--- config.mk ---
export PLATFORM = sky130hd
export DESIGN_NAME = stage_1_pair_scheduler
export DESIGN_NICKNAME = d
export VERILOG_FILES = /design/src/rtl/stage_1_pair_scheduler.sv
export SDC_FILE = /design/constraint.sdc
export NUM_CORES = 1
export LEC_CHECK = 0
export ABC_AREA = 1
export CORE_ASPECT_RATIO = 0.6
export CORE_MARGIN = 2
export CORE_UTILIZATION = 54
export DETAILED_ROUTE_END_ITERATION = 8
export PLACE_DENSITY_LB_ADDON = 0.12
export REMOVE_ABC_BUFFERS = 1
export SYNTH_ARGS = -nofsm -noshare
export SYNTH_HDL_FRONTEND = slang
export SYNTH_SLANG_ARGS = --single-unit
--- constraint.sdc ---
create_clock -name clk -period 2.2 [get_ports clk]
set_input_delay 0.44 -clock clk [delete_from_list [all_inputs] [get_ports clk]]
set_output_delay 0.44 -clock clk [all_outputs]
set_load 0.005 [all_outputs]
--- src/rtl/stage_1_pair_scheduler.sv ---
// Issue controller ahead of the stage-1 LUT/scaling datapath.
// Two back-to-back bools with the same probability share one issue slot.
// Any other symbol, or a bool that finds no partner, issues alone.
module stage_1_pair_scheduler #(
  parameter int unsigned RANGE_WIDTH  = 16,
  parameter int unsigned SYMBOL_WIDTH = 4,
  parameter int unsigned TIMEOUT      = 8,
  parameter int unsigned TMR_WIDTH    = 4
) (
  input  logic                    clk,
  input  logic                    reset,
  input  logic                    in_valid,
  output logic                    in_ready,
  input  logic [RANGE_WIDTH-1:0]  in_fl,
  input  logic [RANGE_WIDTH-1:0]  in_fh,
  input  logic [SYMBOL_WIDTH-1:0] in_symbol,
  input  logic [SYMBOL_WIDTH:0]   in_nsyms,
  input  logic                    in_bool,
  input  logic                    in_flush,
  input  logic                    out_ready,
  output logic                    out_valid,
  output logic [RANGE_WIDTH-1:0]  out_fl,
  output logic [RANGE_WIDTH-1:0]  out_fh,
  output logic [SYMBOL_WIDTH-1:0] out_symbol_1,
  output logic [SYMBOL_WIDTH-1:0] out_symbol_2,
  output logic [SYMBOL_WIDTH:0]   out_nsyms,
  output logic                    out_bool_flag_1,
  output logic                    out_bool_flag_2,
  output logic                    out_pair,
  output logic                    hold_busy
);

  localparam int unsigned NSYM_WIDTH = SYMBOL_WIDTH + 1;

  typedef enum logic [1:0] {
    S_IDLE  = 2'd0,
    S_HOLD  = 2'd1,
    S_DRAIN = 2'd2
  } state_t;

  state_t                  state_q, state_d;
  logic [TMR_WIDTH-1:0]    timer_q, timer_d;

  // held bool waiting for a partner
  logic [RANGE_WIDTH-1:0]  hold_fl_q, hold_fl_d;
  logic [RANGE_WIDTH-1:0]  hold_fh_q, hold_fh_d;
  logic                    hold_sym_q, hold_sym_d;

  // symbol parked behind a forced single issue
  logic [RANGE_WIDTH-1:0]  pend_fl_q, pend_fl_d;
  logic [RANGE_WIDTH-1:0]  pend_fh_q, pend_fh_d;
  logic [SYMBOL_WIDTH-1:0] pend_sym_q, pend_sym_d;
  logic [NSYM_WIDTH-1:0]   pend_nsyms_q, pend_nsyms_d;
  logic                    pend_bool_q, pend_bool_d;

  // issue slot register
  logic                    out_valid_q, out_valid_d;
  logic [RANGE_WIDTH-1:0]  out_fl_q, out_fl_d;
  logic [RANGE_WIDTH-1:0]  out_fh_q, out_fh_d;
  logic [SYMBOL_WIDTH-1:0] out_sym1_q, out_sym1_d;
  logic [SYMBOL_WIDTH-1:0] out_sym2_q, out_sym2_d;
  logic [NSYM_WIDTH-1:0]   out_nsyms_q, out_nsyms_d;
  logic                    out_flag1_q, out_flag1_d;
  logic                    out_flag2_q, out_flag2_d;
  logic                    out_pair_q, out_pair_d;
  logic                    hold_busy_q, hold_busy_d;

  // issue request built by the scheduler this cycle
  logic                    iss_c;
  logic [RANGE_WIDTH-1:0]  iss_fl_c, iss_fh_c;
  logic [SYMBOL_WIDTH-1:0] iss_sym1_c, iss_sym2_c;
  logic [NSYM_WIDTH-1:0]   iss_nsyms_c;
  logic                    iss_flag1_c, iss_flag2_c, iss_pair_c;

  logic free_c;
  logic accept_c;
  logic timeout_c;

  // handshake: the slot register may load when empty or being drained
  always_comb begin
    free_c    = !out_valid_q || out_ready;
    in_ready  = free_c && (state_q != S_DRAIN);
    accept_c  = in_valid && in_ready;
    timeout_c = (timer_q == TMR_WIDTH'(TIMEOUT));
  end

  // next-state, hold/pend capture and issue selection
  always_comb begin
    state_d      = state_q;
    timer_d      = timer_q;
    hold_fl_d    = hold_fl_q;
    hold_fh_d    = hold_fh_q;
    hold_sym_d   = hold_sym_q;
    pend_fl_d    = pend_fl_q;
    pend_fh_d    = pend_fh_q;
    pend_sym_d   = pend_sym_q;
    pend_nsyms_d = pend_nsyms_q;
    pend_bool_d  = pend_bool_q;
    iss_c        = 1'b0;
    iss_fl_c     = '0;
    iss_fh_c     = '0;
    iss_sym1_c   = '0;
    iss_sym2_c   = '0;
    iss_nsyms_c  = '0;
    iss_flag1_c  = 1'b1;
    iss_flag2_c  = 1'b1;
    iss_pair_c   = 1'b0;

    case (state_q)
      S_IDLE: begin
        if (accept_c) begin
          if (!in_bool) begin
            iss_c       = 1'b1;
            iss_fl_c    = in_fl;
            iss_fh_c    = in_fh;
            iss_sym1_c  = in_symbol;
            iss_nsyms_c = in_nsyms;
          end else if (in_flush) begin
            iss_c       = 1'b1;
            iss_fl_c    = in_fl;
            iss_fh_c    = in_fh;
            iss_sym1_c  = SYMBOL_WIDTH'(in_symbol[0]);
            iss_nsyms_c = NSYM_WIDTH'(2);
            iss_flag1_c = 1'b0;
          end else begin
            hold_fl_d  = in_fl;
            hold_fh_d  = in_fh;
            hold_sym_d = in_symbol[0];
            timer_d    = '0;
            state_d    = S_HOLD;
          end
        end
      end

      S_HOLD: begin
        if (accept_c) begin
          iss_c       = 1'b1;
          iss_fl_c    = hold_fl_q;
          iss_fh_c    = hold_fh_q;
          iss_sym1_c  = SYMBOL_WIDTH'(hold_sym_q);
          iss_nsyms_c = NSYM_WIDTH'(2);
          iss_flag1_c = 1'b0;
          if (in_bool && (in_fl == hold_fl_q)) begin
            iss_sym2_c  = SYMBOL_WIDTH'(in_symbol[0]);
            iss_flag2_c = 1'b0;
            iss_pair_c  = 1'b1;
            state_d     = S_IDLE;
          end else if (in_bool && !in_flush) begin
            hold_fl_d  = in_fl;
            hold_fh_d  = in_fh;
            hold_sym_d = in_symbol[0];
            timer_d    = '0;
          end else begin
            pend_fl_d    = in_fl;
            pend_fh_d    = in_fh;
            pend_sym_d   = in_symbol;
            pend_nsyms_d = in_nsyms;
            pend_bool_d  = in_bool;
            state_d      = S_DRAIN;
          end
        end else if ((timeout_c || in_flush) && free_c) begin
          iss_c       = 1'b1;
          iss_fl_c    = hold_fl_q;
          iss_fh_c    = hold_fh_q;
          iss_sym1_c  = SYMBOL_WIDTH'(hold_sym_q);
          iss_nsyms_c = NSYM_WIDTH'(2);
          iss_flag1_c = 1'b0;
          timer_d     = '0;
          state_d     = S_IDLE;
        end else if (!timeout_c) begin
          timer_d = timer_q + TMR_WIDTH'(1);
        end
      end

      S_DRAIN: begin
        if (free_c) begin
          iss_c    = 1'b1;
          iss_fl_c = pend_fl_q;
          iss_fh_c = pend_fh_q;
          if (pend_bool_q) begin
            iss_sym1_c  = SYMBOL_WIDTH'(pend_sym_q[0]);
            iss_nsyms_c = NSYM_WIDTH'(2);
            iss_flag1_c = 1'b0;
          end else begin
            iss_sym1_c  = pend_sym_q;
            iss_nsyms_c = pend_nsyms_q;
          end
          state_d = S_IDLE;
        end
      end

      default: state_d = S_IDLE;
    endcase
  end

  // issue slot load: only when free, otherwise every field holds
  always_comb begin
    out_valid_d = out_valid_q;
    out_fl_d    = out_fl_q;
    out_fh_d    = out_fh_q;
    out_sym1_d  = out_sym1_q;
    out_sym2_d  = out_sym2_q;
    out_nsyms_d = out_nsyms_q;
    out_flag1_d = out_flag1_q;
    out_flag2_d = out_flag2_q;
    out_pair_d  = out_pair_q;
    hold_busy_d = (state_d == S_HOLD);
    if (free_c) begin
      out_valid_d = iss_c;
      if (iss_c) begin
        out_fl_d    = iss_fl_c;
        out_fh_d    = iss_fh_c;
        out_sym1_d  = iss_sym1_c;
        out_sym2_d  = iss_sym2_c;
        out_nsyms_d = iss_nsyms_c;
        out_flag1_d = iss_flag1_c;
        out_flag2_d = iss_flag2_c;
        out_pair_d  = iss_pair_c;
      end
    end
  end

  // state and datapath registers, synchronous active-low reset
  always_ff @(posedge clk) begin
    if (!reset) begin
      state_q      <= S_IDLE;
      timer_q      <= '0;
      hold_fl_q    <= '0;
      hold_fh_q    <= '0;
      hold_sym_q   <= 1'b0;
      pend_fl_q    <= '0;
      pend_fh_q    <= '0;
      pend_sym_q   <= '0;
      pend_nsyms_q <= '0;
      pend_bool_q  <= 1'b0;
      out_valid_q  <= 1'b0;
      out_fl_q     <= '0;
      out_fh_q     <= '0;
      out_sym1_q   <= '0;
      out_sym2_q   <= '0;
      out_nsyms_q  <= '0;
      out_flag1_q  <= 1'b1;
      out_flag2_q  <= 1'b1;
      out_pair_q   <= 1'b0;
      hold_busy_q  <= 1'b0;
    end else begin
      state_q      <= state_d;
      timer_q      <= timer_d;
      hold_fl_q    <= hold_fl_d;
      hold_fh_q    <= hold_fh_d;
      hold_sym_q   <= hold_sym_d;
      pend_fl_q    <= pend_fl_d;
      pend_fh_q    <= pend_fh_d;
      pend_sym_q   <= pend_sym_d;
      pend_nsyms_q <= pend_nsyms_d;
      pend_bool_q  <= pend_bool_d;
      out_valid_q  <= out_valid_d;
      out_fl_q     <= out_fl_d;
      out_fh_q     <= out_fh_d;
      out_sym1_q   <= out_sym1_d;
      out_sym2_q   <= out_sym2_d;
      out_nsyms_q  <= out_nsyms_d;
      out_flag1_q  <= out_flag1_d;
      out_flag2_q  <= out_flag2_d;
      out_pair_q   <= out_pair_d;
      hold_busy_q  <= hold_busy_d;
    end
  end

  assign out_valid       = out_valid_q;
  assign out_fl          = out_fl_q;
  assign out_fh          = out_fh_q;
  assign out_symbol_1    = out_sym1_q;
  assign out_symbol_2    = out_sym2_q;
  assign out_nsyms       = out_nsyms_q;
  assign out_bool_flag_1 = out_flag1_q;
  assign out_bool_flag_2 = out_flag2_q;
  assign out_pair        = out_pair_q;
  assign hold_busy       = hold_busy_q;

endmodule

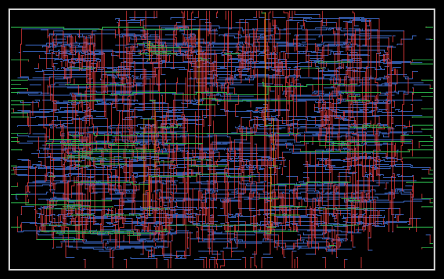
**Above:** run 1 (signal wires by layer).
Drawn at 3 px/micron.
legend:
  green:
    layer: M3
    wire_length: 1,370 microns
  orange:
    layer: M4
    wire_length: 174 microns
  blue:
    layer: M1
    wire_length: 7,930 microns
  red:
    layer: M2
    wire_length: 7,280 microns

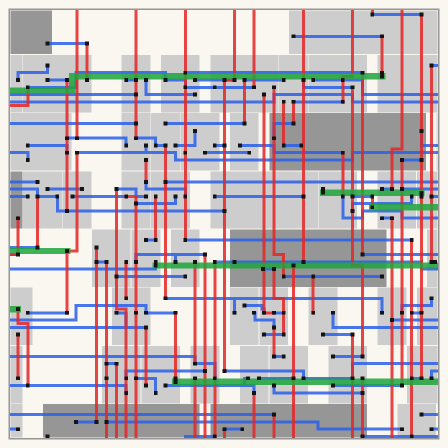
**Above:** run 1 (zoomed window).
Window x 96 to 116, y 12 to 32 microns. Cells in grey, sequential cells in the stronger grey; small squares are vias.
legend:
  green:
    layer: M3
  blue:
    layer: M1
  red:
    layer: M2
cells with their middle in the window: 42
netlist names of flops here include: hold_fh_q (2)
most frequent: nand2_1 (11), nand3_1 (11), a21oi_1 (5)
sequential cells in the window: 4

==> flow_summary.yaml, run 1 <==
# yosys + openroad results
yosys:
  synthTopCellsByArea: "dfxtp_1, nand2_1, nand3_1"
  edf_count: 0
  ys_sh_adder: 0.00410
power_and_ir_drop:
  power_frac_comb: 0.135
  p_sw_frac: 0.261
  p_int_uw: 4610
  power.leakage_uw: 0.00322
  irDropWorstVdd_v: 0.000563
  p_comb_uw: 842
critical_path:
  crit_buf_inv: 4
  critPathCaptureType: "output pin"
  path_cells: "clkdlybuf4s50_1 > inv_1 > nand2_2 > nand2_1 > inv_1 > clkdlybuf4s50_1"
  reg2reg_slack_ns: 0.26
  cpMaxStageDelayCell: "clkdlybuf4s50_1"
  critPathMaxStageDelay_ns: 0.49
place:
  io_buffers: 94
clock_network:
  cts_setup_buffers: 0
  cts-resized-gates: 0
  cts_tree: "built"
outcome:
  run_status: "finished, final reports clean"
global_route:
  grt_pass1_vias: 5720
  overflow: 0
final_timing:
  tns_ns: 0
  setup_viol: 0
  maxSlewViolCount: 0
floorplan:
  dieArea_sq_mm: 0.0122
  die_height_microns: 86.3
final_layout:
  buf_share: 0.184
  fin_util: 0.726
  layout.cells.non_filler: 1173
  comb_cells: 657
  fill_cells: 909
route:
  wl_met1_mm: 7.93
  routed-wl-met3_mm: 1.37
  drc: 0
worst_hold_path:
  min_path_type: "reg2reg"
  holdPathEnd: "pend_fh_q[13]"
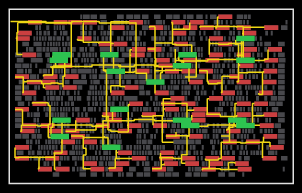
**Above:** run 1 (clock wires, drivers and flops).
Drawn at 2 px/micron.
legend:
  yellow:
    item: clock wires
    length: 1,600 microns
  red:
    item: flip-flops
    count: 128
  green:
    item: clock-net drivers
    count: 17
flops lie: widely spread

## run 1: layout by cell type, fill, tap and decap left out, drive strengths merged
master         synthesis  routed
buf                   39      53
ha                     2       2
nor2                  58      58
clkbuf                23      18
nand3                123     123
o211a                  1       1
dfxtp                128     128
clkdlybuf4s50          0      94
clkinv                 2       4
nand2                312     312
o31ai                  2       2
o211ai                12      12
a21oi                122     122
bufinv                 0       3
inv                   63      67
nand4                  3       3
xor2                   5       5
conb                   1       3
clkinvlp               0       5
o21ai                 14      14
## run 1: flip-flops by register name, summed over array words and instances, names as in the netlist, 2 cells and up
name,flops
hold_fh_q,16
hold_fl_q,16
out_fh,16
out_fl,16
pend_fh_q,16
pend_fl_q,16
out_nsyms,5
pend_nsyms_q,5
out_symbol_1,4
pend_sym_q,4
timer_q,4
state_q,2
**Run 1: met4 routing**

Drawn at 3 px/micron.
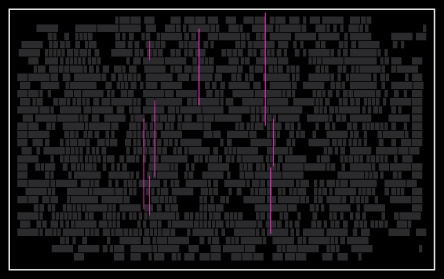

==> run 2, diff against run 1 <==
--- a/config.mk
+++ b/config.mk
@@ -10,7 +10,8 @@
 export CORE_MARGIN = 2
 export CORE_UTILIZATION = 54
 export DETAILED_ROUTE_END_ITERATION = 8
-export PLACE_DENSITY_LB_ADDON = 0.12
+export GPL_TIMING_DRIVEN = 0
+export PLACE_DENSITY = 0.91
 export REMOVE_ABC_BUFFERS = 1
 export SYNTH_ARGS = -nofsm -noshare
 export SYNTH_HDL_FRONTEND = slang
==> constraint.sdc (replaced) <==
create_clock -name clk -period 2.2 [get_ports clk]
set_input_delay 0.33 -clock clk [delete_from_list [all_inputs] [get_ports clk]]
set_output_delay 0.33 -clock clk [all_outputs]
set_load 0.005 [all_outputs]
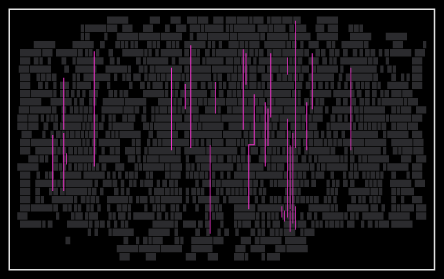
**Above:** run 2 (met4 routing).
Drawn at 3 px/micron.
wire length on this layer: 549 microns
nets with wire on the layer: 23
share of all routed wire: 2.7%

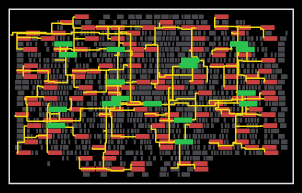
**Above:** run 2 (clock wires, drivers and flops).
Drawn at 2 px/micron.
legend:
  yellow:
    item: clock wires
    length: 1,610 microns
  red:
    item: flip-flops
    count: 128
  green:
    item: clock-net drivers
    count: 17
flops lie: widely spread
routed clock nets: 18

==> run 2 against run 1 <==
  * The flow now finishes with violations (negative setup slack)
  * Synthesized area unchanged
  * Clock skew decreased by 0.0063 ns
  * Combinational power increased by 2%
  * Sequential power about the same
  * Highest routed layer unchanged
  * Synthesized cell count unchanged
  * Final area decreased by 1.4%
  * Total power decreased by 3.9%
  * Critical endpoint is now pend_fl_q[8]
==> flow_summary.yaml, run 2 <==
# yosys + openroad results
outcome:
  run_status: "finished, violations left"
  failed_checks: "negative setup slack"
yosys:
  edf_count: 0
  ys_sh_adder: 0.00410
  synthTopCellsByArea: "dfxtp_1, nand2_1, nand3_1"
critical_path:
  reg2reg_slack_ns: -0.04
  critPathCaptureType: "register"
  crit_buf_inv: 4
floorplan:
  die_height_microns: 86.3
  dieArea_sq_mm: 0.0122
final_timing:
  tns_ns: -0.0570
  setup_slack_ns: -0.0570
  setup_viol: 1
route:
  drc: 0
  routed-wl-met3_mm: 2.50
  wl_met1_mm: 8.19
power_and_ir_drop:
  p_comb_uw: 859
  irDropWorstVdd_v: 0.000685
  power.leakage_uw: 0.00312
  power_frac_comb: 0.143
  p_int_uw: 4400
final_layout:
  layout.cells.non_filler: 1154
  fill_cells: 873
global_route:
  overflow: 0
worst_hold_path:
  holdPathEnd: "pend_fl_q[12]"
  min_path_type: "in2reg"
place:
  io_buffers: 94
clock_network:
  cts_tree: "built"
==> run 2: cell counts after synthesis <==
Identical to the previous run, type by type.
==> run 2: repair_timing <==
action                     4_1_cts  5_1_grt
cloned                           7        6
pin swaps                        5        9
setup endpoints to repair      112      109
hold buffers                     0        0
resized                         25       14
buffers inserted                 4       15
==> run 2: layout make-up <==
type | count | area (sq um) | area share
Multi-Input combinational cell | 668 | 3220 | 0.404
Sequential cell | 128 | 2560 | 0.321
Timing Repair Buffer | 116 | 1160 | 0.146
Clock buffer | 27 | 503 | 0.0631
Inverter | 65 | 284 | 0.0356
Tap cell | 144 | 180 | 0.0226
Clock inverter | 5 | 52.6 | 0.00659
Timing Repair inverter | 1 | 7.51 | 0.000941
Power and IR drop assume default switching activity.
